### src/rtl/fifo_rr_drain.sv
// Round-robin drain of NUM_CH read-latency-1 FIFOs into a single ready/valid stream.
// Each grant reads up to BURST_LEN words through a 2-entry output buffer.
module fifo_rr_drain #(
   parameter int NUM_CH     = 4,
   parameter int DATA_WIDTH = 8,
   parameter int BURST_LEN  = 4,
   localparam int CH_W      = (NUM_CH > 1) ? $clog2(NUM_CH) : 1
) (
   input  logic                         rdclk,
   input  logic                         clear,
   input  logic                         enable,
   input  logic [NUM_CH-1:0]            rdempty,
   output logic [NUM_CH-1:0]            rdreq,
   input  logic [NUM_CH*DATA_WIDTH-1:0] q,
   output logic [DATA_WIDTH-1:0]        out_data,
   output logic [CH_W-1:0]              out_ch,
   output logic                         out_sop,
   output logic                         out_valid,
   input  logic                         out_ready,
   output logic                         busy
);

   localparam int EW = DATA_WIDTH + CH_W + 1;
   localparam logic [7:0] BL8 = 8'(BURST_LEN);

   typedef enum logic [1:0] {
      IDLE  = 2'd0,
      BURST = 2'd1,
      FLUSH = 2'd2
   } state_t;

   state_t          state_q, state_d;
   logic [CH_W-1:0] grant_q, grant_d;
   logic [CH_W-1:0] last_q, last_d;
   logic [7:0]      cnt_q, cnt_d;
   logic            infl_q, infl_d;
   logic            infl_sop_q, infl_sop_d;
   logic [1:0]      bcnt_q, bcnt_d;
   logic [EW-1:0]   e0_q, e0_d;
   logic [EW-1:0]   e1_q, e1_d;

   logic                  pop_s;
   logic                  push_s;
   logic [2:0]            occ_s;
   logic                  issue_ok_s;
   logic                  issue_s;
   logic                  found_s;
   logic [CH_W-1:0]       pick_s;
   logic [CH_W-1:0]       cand_s;
   logic [DATA_WIDTH-1:0] cap_data_s;
   logic [EW-1:0]         new_s;

   assign out_valid = (bcnt_q != 2'd0);
   assign pop_s     = out_valid & out_ready;
   assign push_s    = infl_q;
   assign out_data  = e0_q[DATA_WIDTH-1:0];
   assign out_ch    = e0_q[DATA_WIDTH +: CH_W];
   assign out_sop   = e0_q[EW-1];
   assign busy      = (state_q != IDLE) | infl_q | (bcnt_q != 2'd0);

   // Occupancy after this edge must leave room for the word a new read will deliver.
   assign occ_s      = {1'b0, bcnt_q} + {2'b00, infl_q} - {2'b00, pop_s};
   assign issue_ok_s = (state_q == BURST) && (occ_s < 3'd2);
   assign issue_s    = issue_ok_s && !rdempty[grant_q];

   // Round-robin search: lowest offset from last_grant that is non-empty wins.
   always_comb begin
      found_s = 1'b0;
      pick_s  = last_q;
      cand_s  = last_q;
      for (int k = NUM_CH; k >= 1; k--) begin
         cand_s = CH_W'((int'(last_q) + k) % NUM_CH);
         if (!rdempty[cand_s]) begin
            found_s = 1'b1;
            pick_s  = cand_s;
         end else begin
            found_s = found_s;
         end
      end
   end

   // Read request is only ever driven on the granted channel.
   always_comb begin
      rdreq          = {NUM_CH{1'b0}};
      rdreq[grant_q] = issue_s;
   end

   // Select the granted channel's FIFO data for capture.
   always_comb begin
      cap_data_s = {DATA_WIDTH{1'b0}};
      for (int i = 0; i < NUM_CH; i++) begin
         if (grant_q == CH_W'(i)) begin
            cap_data_s = q[i*DATA_WIDTH +: DATA_WIDTH];
         end else begin
            cap_data_s = cap_data_s;
         end
      end
      new_s = {infl_sop_q, grant_q, cap_data_s};
   end

   // Grant FSM next state.
   always_comb begin
      state_d    = state_q;
      grant_d    = grant_q;
      last_d     = last_q;
      cnt_d      = cnt_q;
      infl_d     = issue_s;
      infl_sop_d = (cnt_q == 8'd0);
      case (state_q)
         IDLE: begin
            if (enable && found_s) begin
               grant_d = pick_s;
               cnt_d   = 8'd0;
               state_d = BURST;
            end else begin
               state_d = IDLE;
            end
         end
         BURST: begin
            if (issue_s) begin
               cnt_d = cnt_q + 8'd1;
               if ((cnt_q + 8'd1) == BL8) begin
                  state_d = FLUSH;
               end else begin
                  state_d = BURST;
               end
            end else if (issue_ok_s) begin
               // Room to read but the channel ran dry: end the burst early.
               state_d = FLUSH;
            end else begin
               state_d = BURST;
            end
         end
         FLUSH: begin
            if (!infl_q) begin
               state_d = IDLE;
               last_d  = grant_q;
            end else begin
               state_d = FLUSH;
            end
         end
         default: begin
            state_d = IDLE;
         end
      endcase
   end

   // Two-entry output buffer; e0 is always the head so outputs come straight from flops.
   always_comb begin
      e0_d   = e0_q;
      e1_d   = e1_q;
      bcnt_d = bcnt_q;
      case (bcnt_q)
         2'd0: begin
            if (push_s) begin
               e0_d   = new_s;
               bcnt_d = 2'd1;
            end else begin
               bcnt_d = 2'd0;
            end
         end
         2'd1: begin
            if (push_s && pop_s) begin
               e0_d = new_s;
            end else if (push_s) begin
               e1_d   = new_s;
               bcnt_d = 2'd2;
            end else if (pop_s) begin
               bcnt_d = 2'd0;
            end else begin
               bcnt_d = 2'd1;
            end
         end
         2'd2: begin
            if (pop_s) begin
               e0_d = e1_q;
               if (push_s) begin
                  e1_d = new_s;
               end else begin
                  bcnt_d = 2'd1;
               end
            end else begin
               bcnt_d = 2'd2;
            end
         end
         default: begin
            bcnt_d = 2'd0;
         end
      endcase
   end

   // State registers.
   always_ff @(posedge rdclk or posedge clear) begin
      if (clear) begin
         state_q    <= IDLE;
         grant_q    <= {CH_W{1'b0}};
         last_q     <= CH_W'(NUM_CH - 1);
         cnt_q      <= 8'd0;
         infl_q     <= 1'b0;
         infl_sop_q <= 1'b0;
         bcnt_q     <= 2'd0;
         e0_q       <= {EW{1'b0}};
         e1_q       <= {EW{1'b0}};
      end else begin
         state_q    <= state_d;
         grant_q    <= grant_d;
         last_q     <= last_d;
         cnt_q      <= cnt_d;
         infl_q     <= infl_d;
         infl_sop_q <= infl_sop_d;
         bcnt_q     <= bcnt_d;
         e0_q       <= e0_d;
         e1_q       <= e1_d;
      end
   end

endmodule
### config.mk
export PLATFORM = sky130hd
export DESIGN_NAME = fifo_rr_drain
export DESIGN_NICKNAME = d
export VERILOG_FILES = /design/src/rtl/fifo_rr_drain.sv
export SDC_FILE = /design/constraint.sdc
export NUM_CORES = 1
export LEC_CHECK = 0
export ABC_CLOCK_PERIOD_IN_PS = 5800
export CAP_MARGIN = 20
export CORE_MARGIN = 4
export CORE_UTILIZATION = 55
export CTS_BUF_LIST = sky130_fd_sc_hd__clkbuf_4 sky130_fd_sc_hd__clkbuf_8
export CTS_CLUSTER_DIAMETER = 200
export DETAILED_ROUTE_END_ITERATION = 6
export PLACE_DENSITY = 0.88
export RECOVER_POWER = 25
export SLEW_MARGIN = 20
export SYNTH_ARGS = -nofsm -noshare
export SYNTH_HDL_FRONTEND = slang
export SYNTH_SLANG_ARGS = --single-unit
### constraint.sdc
create_clock -name rdclk -period 5.8 [get_ports rdclk]
set_clock_uncertainty 0.05 [all_clocks]
set_input_delay 1.16 -clock rdclk [delete_from_list [all_inputs] [get_ports rdclk]]
set_output_delay 1.16 -clock rdclk [all_outputs]
set_load 0.01 [all_outputs]
run_1/ff_map.png
Scale bar: 20 um. Other sequential cells in the stronger gray, the rest of the logic in the fainter gray.
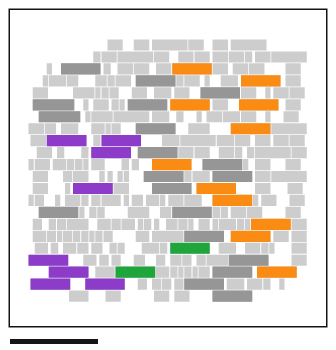
signal	color	flops
bcnt_q	green	2
cnt_q	purple	8
e0_q	orange	11
not colored	19
Final Core Density: 76.9%
flop share of the area: 34.3%

run_1/clock_nets.png
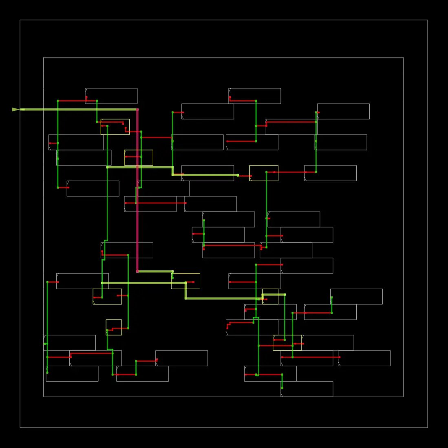
Clk. pwr: 198 uW
TritonCTS Sinks: 40

run_1/sizing.png
Scale bar: 20 um.
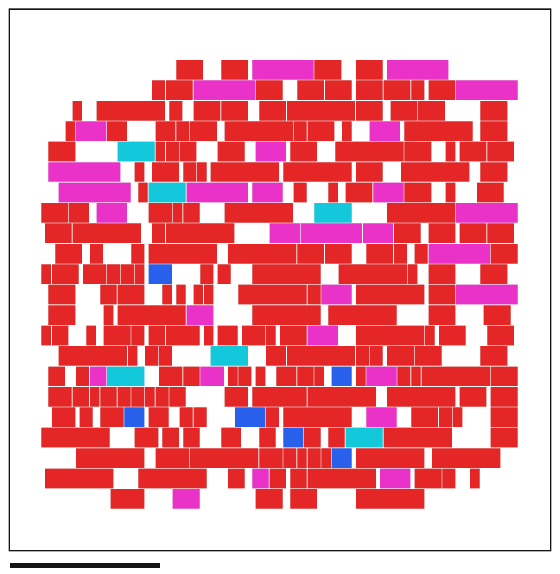
size	color	cells	most used
x3 and x4	blue	6	buf_4
x6 and larger	cyan	6	clkbuf_8
x2	magenta	29	mux2_2
x1 and smaller	red	221	clkdlybuf4s50_1
synthesis-to-finish area growth: 30.2%
post-route setup slack: 410 ps
nonclk buf count: 59
Design Area, Final: 2920 sq um

-- run 1: Yosys cell counts, types with 2 or more instances --
library cell / n / area [sq um]
nor2b_1: 3 / 18.8
o21ai_0: 6 / 30.0
nand2_1: 9 / 33.8
nor2_1: 21 / 78.8
a211o_1: 5 / 43.8
a21oi_1: 17 / 85.1
or2_2: 2 / 12.5
o22ai_1: 2 / 12.5
nand4_1: 2 / 12.5
nand3_1: 7 / 35.0
dfrtp_1: 38 / 951
or4b_2: 2 / 20.0
and3_1: 5 / 31.3
mux4_2: 9 / 203
nor3_1: 7 / 35.0
buf_1: 2 / 7.51
a211oi_1: 2 / 15.0
a21o_1: 2 / 15.0
dfstp_2: 2 / 52.6
inv_1: 4 / 15.0
mux2i_1: 11 / 110
ha_1: 3 / 37.5
buf_6: 2 / 22.5
clkbuf_1: 8 / 30.0
mux2_2: 13 / 146
nand2b_1: 5 / 31.3
-- run 1: power breakdown --
part	switching [mW]	internal, mW	leakage [nW]
sequential	0.132	0.397	0.490
clock	0.0969	0.101	0.0479
combinational	0.240	0.323	0.787
-- run 1: kinds of logic (layout without fill, tap and decap cells) --
| family | count (synthesis) | count (layout) | share of synthesized area [%] |
|---|---|---|---|
| simple gates | 70 | 70 | 16.4 |
| compound gates | 42 | 42 | 12.0 |
| flops | 40 | 40 | 44.7 |
| mux | 33 | 33 | 20.5 |
| buf+inv | 17 | 72 | 3.51 |
| fa+ha+maj | 4 | 4 | 2.56 |
| xor+xnor | 1 | 1 | 0.390 |
-- run 1: registers in the layout, summed over array words and instances (netlist names) --
signal	flops
last_q	2
infl_q	1
infl_sop_q	1
e1_q	11
bcnt_q	2
cnt_q	8
grant_q	2
state_q	2
e0_q	11
-- run 1: worst max-delay path: stages --
cell and delay [ps]:
clkdlybuf4s50_1 540, and3b_1 260, o21ai_0 130, fa_1 510, nand2_1 80, or4_4 590
clkinv_1 170, nand2_1 70, nor2_1 110, clkdlybuf4s50_1 550
-- run 1: cell type report --
cell class | instances | share of cell area (%)
timing repair buffer | 59 | 19.8
inverter | 5 | 0.642
sequential | 40 | 34.3
clock inverter | 1 | 0.257
tap | 48 | 2.06
multi-input combinational | 150 | 39.8
clock buffer | 7 | 3.08
-- run 1: routing by layer --
layer	track usage [%]	vias to the layer above	share of wire [%]
met5	0	-	0
met4	7.93	0	1.4
met3	6.03	6	7.8
met2	35.9	74	50
met1	26.5	893	40
li1	-	866	-
-- run 1: stage by stage --
stage	utilization, %	hold slack [ps]	instance area [sq um]	total power [mW]	setup slack [ps]
finish	76.9	456	2920	1.29	410
global route	76.9	479	2920	1.38	227
CTS	77.0	459	2930	1.30	422
detailed placement	74.4	442	2830	1.10	420
global placement	74.4	435	2830	1.07	501
floorplan	-	428	2240	0.889	1490
-- run 1: placed cells by master, fill, tap and decap left out, drive strengths merged, types with 4 or more instances in the layout --
| master | count |
|---|---|
| inv | 4 |
| nor3 | 7 |
| mux2i | 11 |
| a21oi | 17 |
| mux2 | 13 |
| nand3 | 7 |
| a211o | 5 |
| nor2 | 21 |
| clkdlybuf4s50 | 55 |
| dfrtp | 38 |
| o21ai | 6 |
| nand2 | 9 |
| clkbuf | 8 |
| nand2b | 5 |
| mux4 | 9 |
| and3 | 5 |
==> results_dict.tcl, run 1 <==
# flow metrics
set metrics [dict create \
    grtUsageTotal_pct 21.5 \
    h-tree-depth 2 \
    numSynthFlops 40 \
    mi_logic_area_sq_um 1160 \
    ys_types 44 \
    ant_nets 0 \
    drive_gt1_share_pct 15.6 \
    async_reset_ff_share_pct 100 \
    synth-warning-count 0 \
    num_rows 22 \
    cts_root_buf "clkbuf_8" \
    routed_wl_um 5160 \
    ys_area_sq_um 2240 \
    dp_cells 302 \
    fillers 256 \
    powerDensity_nw_per_um2 442 \
    grt_max_degree 41 \
    violations "capacitance limit, slew limit" \
    clock_latency_ps 300 \
    rsz0062_at_grt "false" \
    start_kind "primary input" \
    cts_tree "yes" \
    cp_max_fo 13 \
    stage_log_warnings 28 \
    min_from "e1_q[10]" \
    port-buffer-count 56 \
    synth_seq_share_pct 44.7 \
    drt_iter0_drc 139 \
    finalMaxSlewViolations 41 \
    whs_path_depth 1 \
    cap_viol_max_count 1 \
    synth_stat.cells 207 \
    status "finished with violations" \
    cp.arrival_ps 4180 \
    nets 305 \
    flop_cell "dfrtp_1" \
    cts_hold_buf 0 \
]
run_1/clock_wires.png
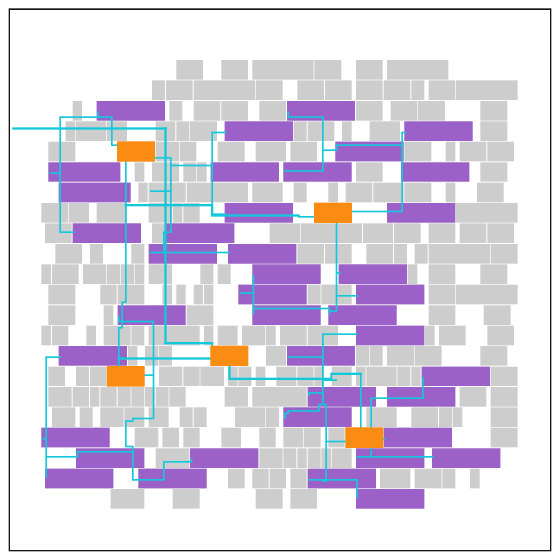

--- run 2 (diff from run 1) ---
CORE_MARGIN = unset   (was 4)
CORE_UTILIZATION = 53   (was 55)
CTS_BUF_LIST = sky130_fd_sc_hd__clkbuf_16   (was sky130_fd_sc_hd__clkbuf_4 sky130_fd_sc_hd__clkbuf_8)
PLACE_DENSITY = 0.85   (was 0.88)
SKIP_CTS_REPAIR_TIMING = 1   (was unset)
run_2/clock_wires.png
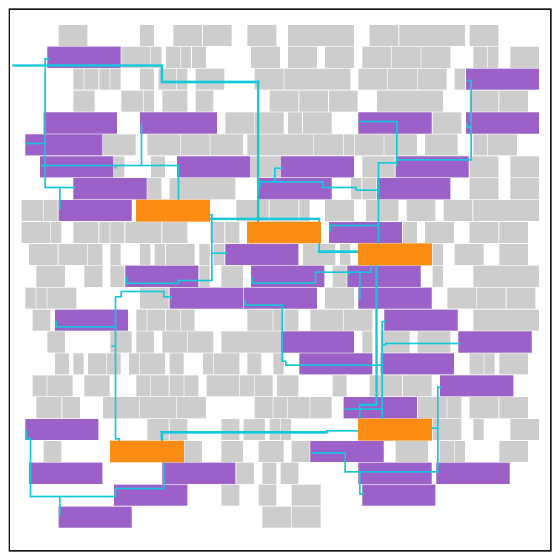
[clock wires] cyan | length: 488 um
[flip-flops] purple | count: 40
[clock-net drivers] orange | count: 5
routed clock nets	6
clk ins delay skew pair: 280 ps
Clock power frac: 19.3%
Clk. pwr: 260 uW

==> results_dict.tcl, run 2 <==
# flow metrics
set metrics [dict create \
    drt_iter0_drc 87 \
    mi_logic_area_sq_um 1160 \
    synth_stat.cells 207 \
    ys_area_sq_um 2240 \
    cp.arrival_ps 4170 \
    slowest_stage "or4_4" \
    routed_wl_um 4870 \
    dp_cells 304 \
    cap_viol_max_count 1 \
    status "finished with violations" \
    layout_top_cell "clkdlybuf4s50_1" \
    async_reset_ff_share_pct 100 \
    top_regs "e0_q x11, e1_q x11, cnt_q x8" \
    flop_cell "dfrtp_1" \
    violations "capacitance limit, slew limit" \
    port-buffer-count 56 \
    finalMaxSlewViolations 41 \
    top_area_cell "dfrtp_1" \
    rsz0062_at_grt "false" \
    fillers 307 \
    cp_max_fo 13 \
    stage_log_warnings 28 \
    cts_tree "yes" \
    top_cells_by_count "dfrtp_1 (38), nor2_1 (21), a21oi_1 (17), mux2_2 (13), mux2i_1 (11)" \
    yosys.area.top_type_share_pct 42.4 \
    h-tree-depth 2 \
    powerDensity_nw_per_um2 454 \
    grtUsageTotal_pct 23.4 \
    drive_gt1_share_pct 14.9 \
]
## run 2: netlist changes by cell type in the layout (fill, tap and decap cells not counted)
cell and delta:
clkbuf_16 +5, clkinv_1 +1, clkbuf_4 -1, inv_1 +1, clkbuf_8 -6
## run 2: power breakdown
| group | internal [mW] | total [mW] | switching (mW) | leakage, nW |
|---|---|---|---|---|
| Clock | 0.156 | 0.260 | 0.104 | 0.0687 |
| Combinational | 0.322 | 0.564 | 0.242 | 0.787 |
| Sequential | 0.397 | 0.524 | 0.126 | 0.490 |
## run 2: path summary, 6_finish.rpt
kind	cells after the start	startpoint	slack [ps]	end
min reg2reg	1	e1_q[8]	450	e1_q[8]
min	1	e1_q[8]	450	e1_q[8]
max in group asynchronous	3	clear	2460	e0_q[10]
min in group asynchronous	3	clear	2030	grant_q[0]
max reg2reg	7	bcnt_q[1]	2960	cnt_q[7]
max	10	out_ready	420	rdreq[2]
## run 2: per-layer routing
metal	global-route usage [%]	part of all wire (%)	vias to the layer above	wire (um)
li1	-	-	872	-
met1	28.7	42	889	2050
met2	39.5	52	45	2520
met3	4.97	5.3	6	259
met4	9.84	0.82	0	40
met5	0	0	-	0
## run 2: area by class of cell
| type | count | area share [%] |
|---|---|---|
| flip-flops and latches | 40 | 33.8 |
| clock inverters | 3 | 0.506 |
| multi-input cells | 150 | 39.2 |
| inverters | 5 | 0.633 |
| clock buffers | 5 | 4.22 |
| well taps | 50 | 2.11 |
| repair buffers | 59 | 19.5 |
## run 2: metrics by stage
| step | total power [mW] | area [sq um] | hold slack [ps] | util [%] |
|---|---|---|---|---|
| detailed placement | 1.09 | 2830 | 442 | 70.2 |
| global route | 1.45 | 2970 | 458 | 73.6 |
| CTS | 1.36 | 2970 | 455 | 73.7 |
| floorplan | 0.889 | 2240 | 428 | - |
| finish | 1.35 | 2970 | 453 | 73.6 |
| global placement | 1.07 | 2830 | 435 | 70.2 |
## run 2: logic make-up (layout without fill, tap and decap cells)
| family | count (synthesis) | in the layout | share of synthesized area [%] |
|---|---|---|---|
| XOR/XNOR | 1 | 1 | 0.390 |
| buffers and inverters | 17 | 72 | 3.51 |
| flip-flops | 40 | 40 | 44.7 |
| multiplexers | 33 | 33 | 20.5 |
| adder cells (fa/ha/maj) | 4 | 4 | 2.56 |
| AND/OR/NAND/NOR | 70 | 70 | 16.4 |
| AND-OR/OR-AND | 42 | 42 | 12.0 |
## run 2: worst max-delay path: cells and delay by family
kind / cells / cell delay, ps
adder cells (fa/ha/maj): 1 / 500
buffers and inverters: 3 / 1260
AND/OR/NAND/NOR: 5 / 1110
AND-OR/OR-AND: 1 / 140
Power is estimated from default activity; no workload was simulated.
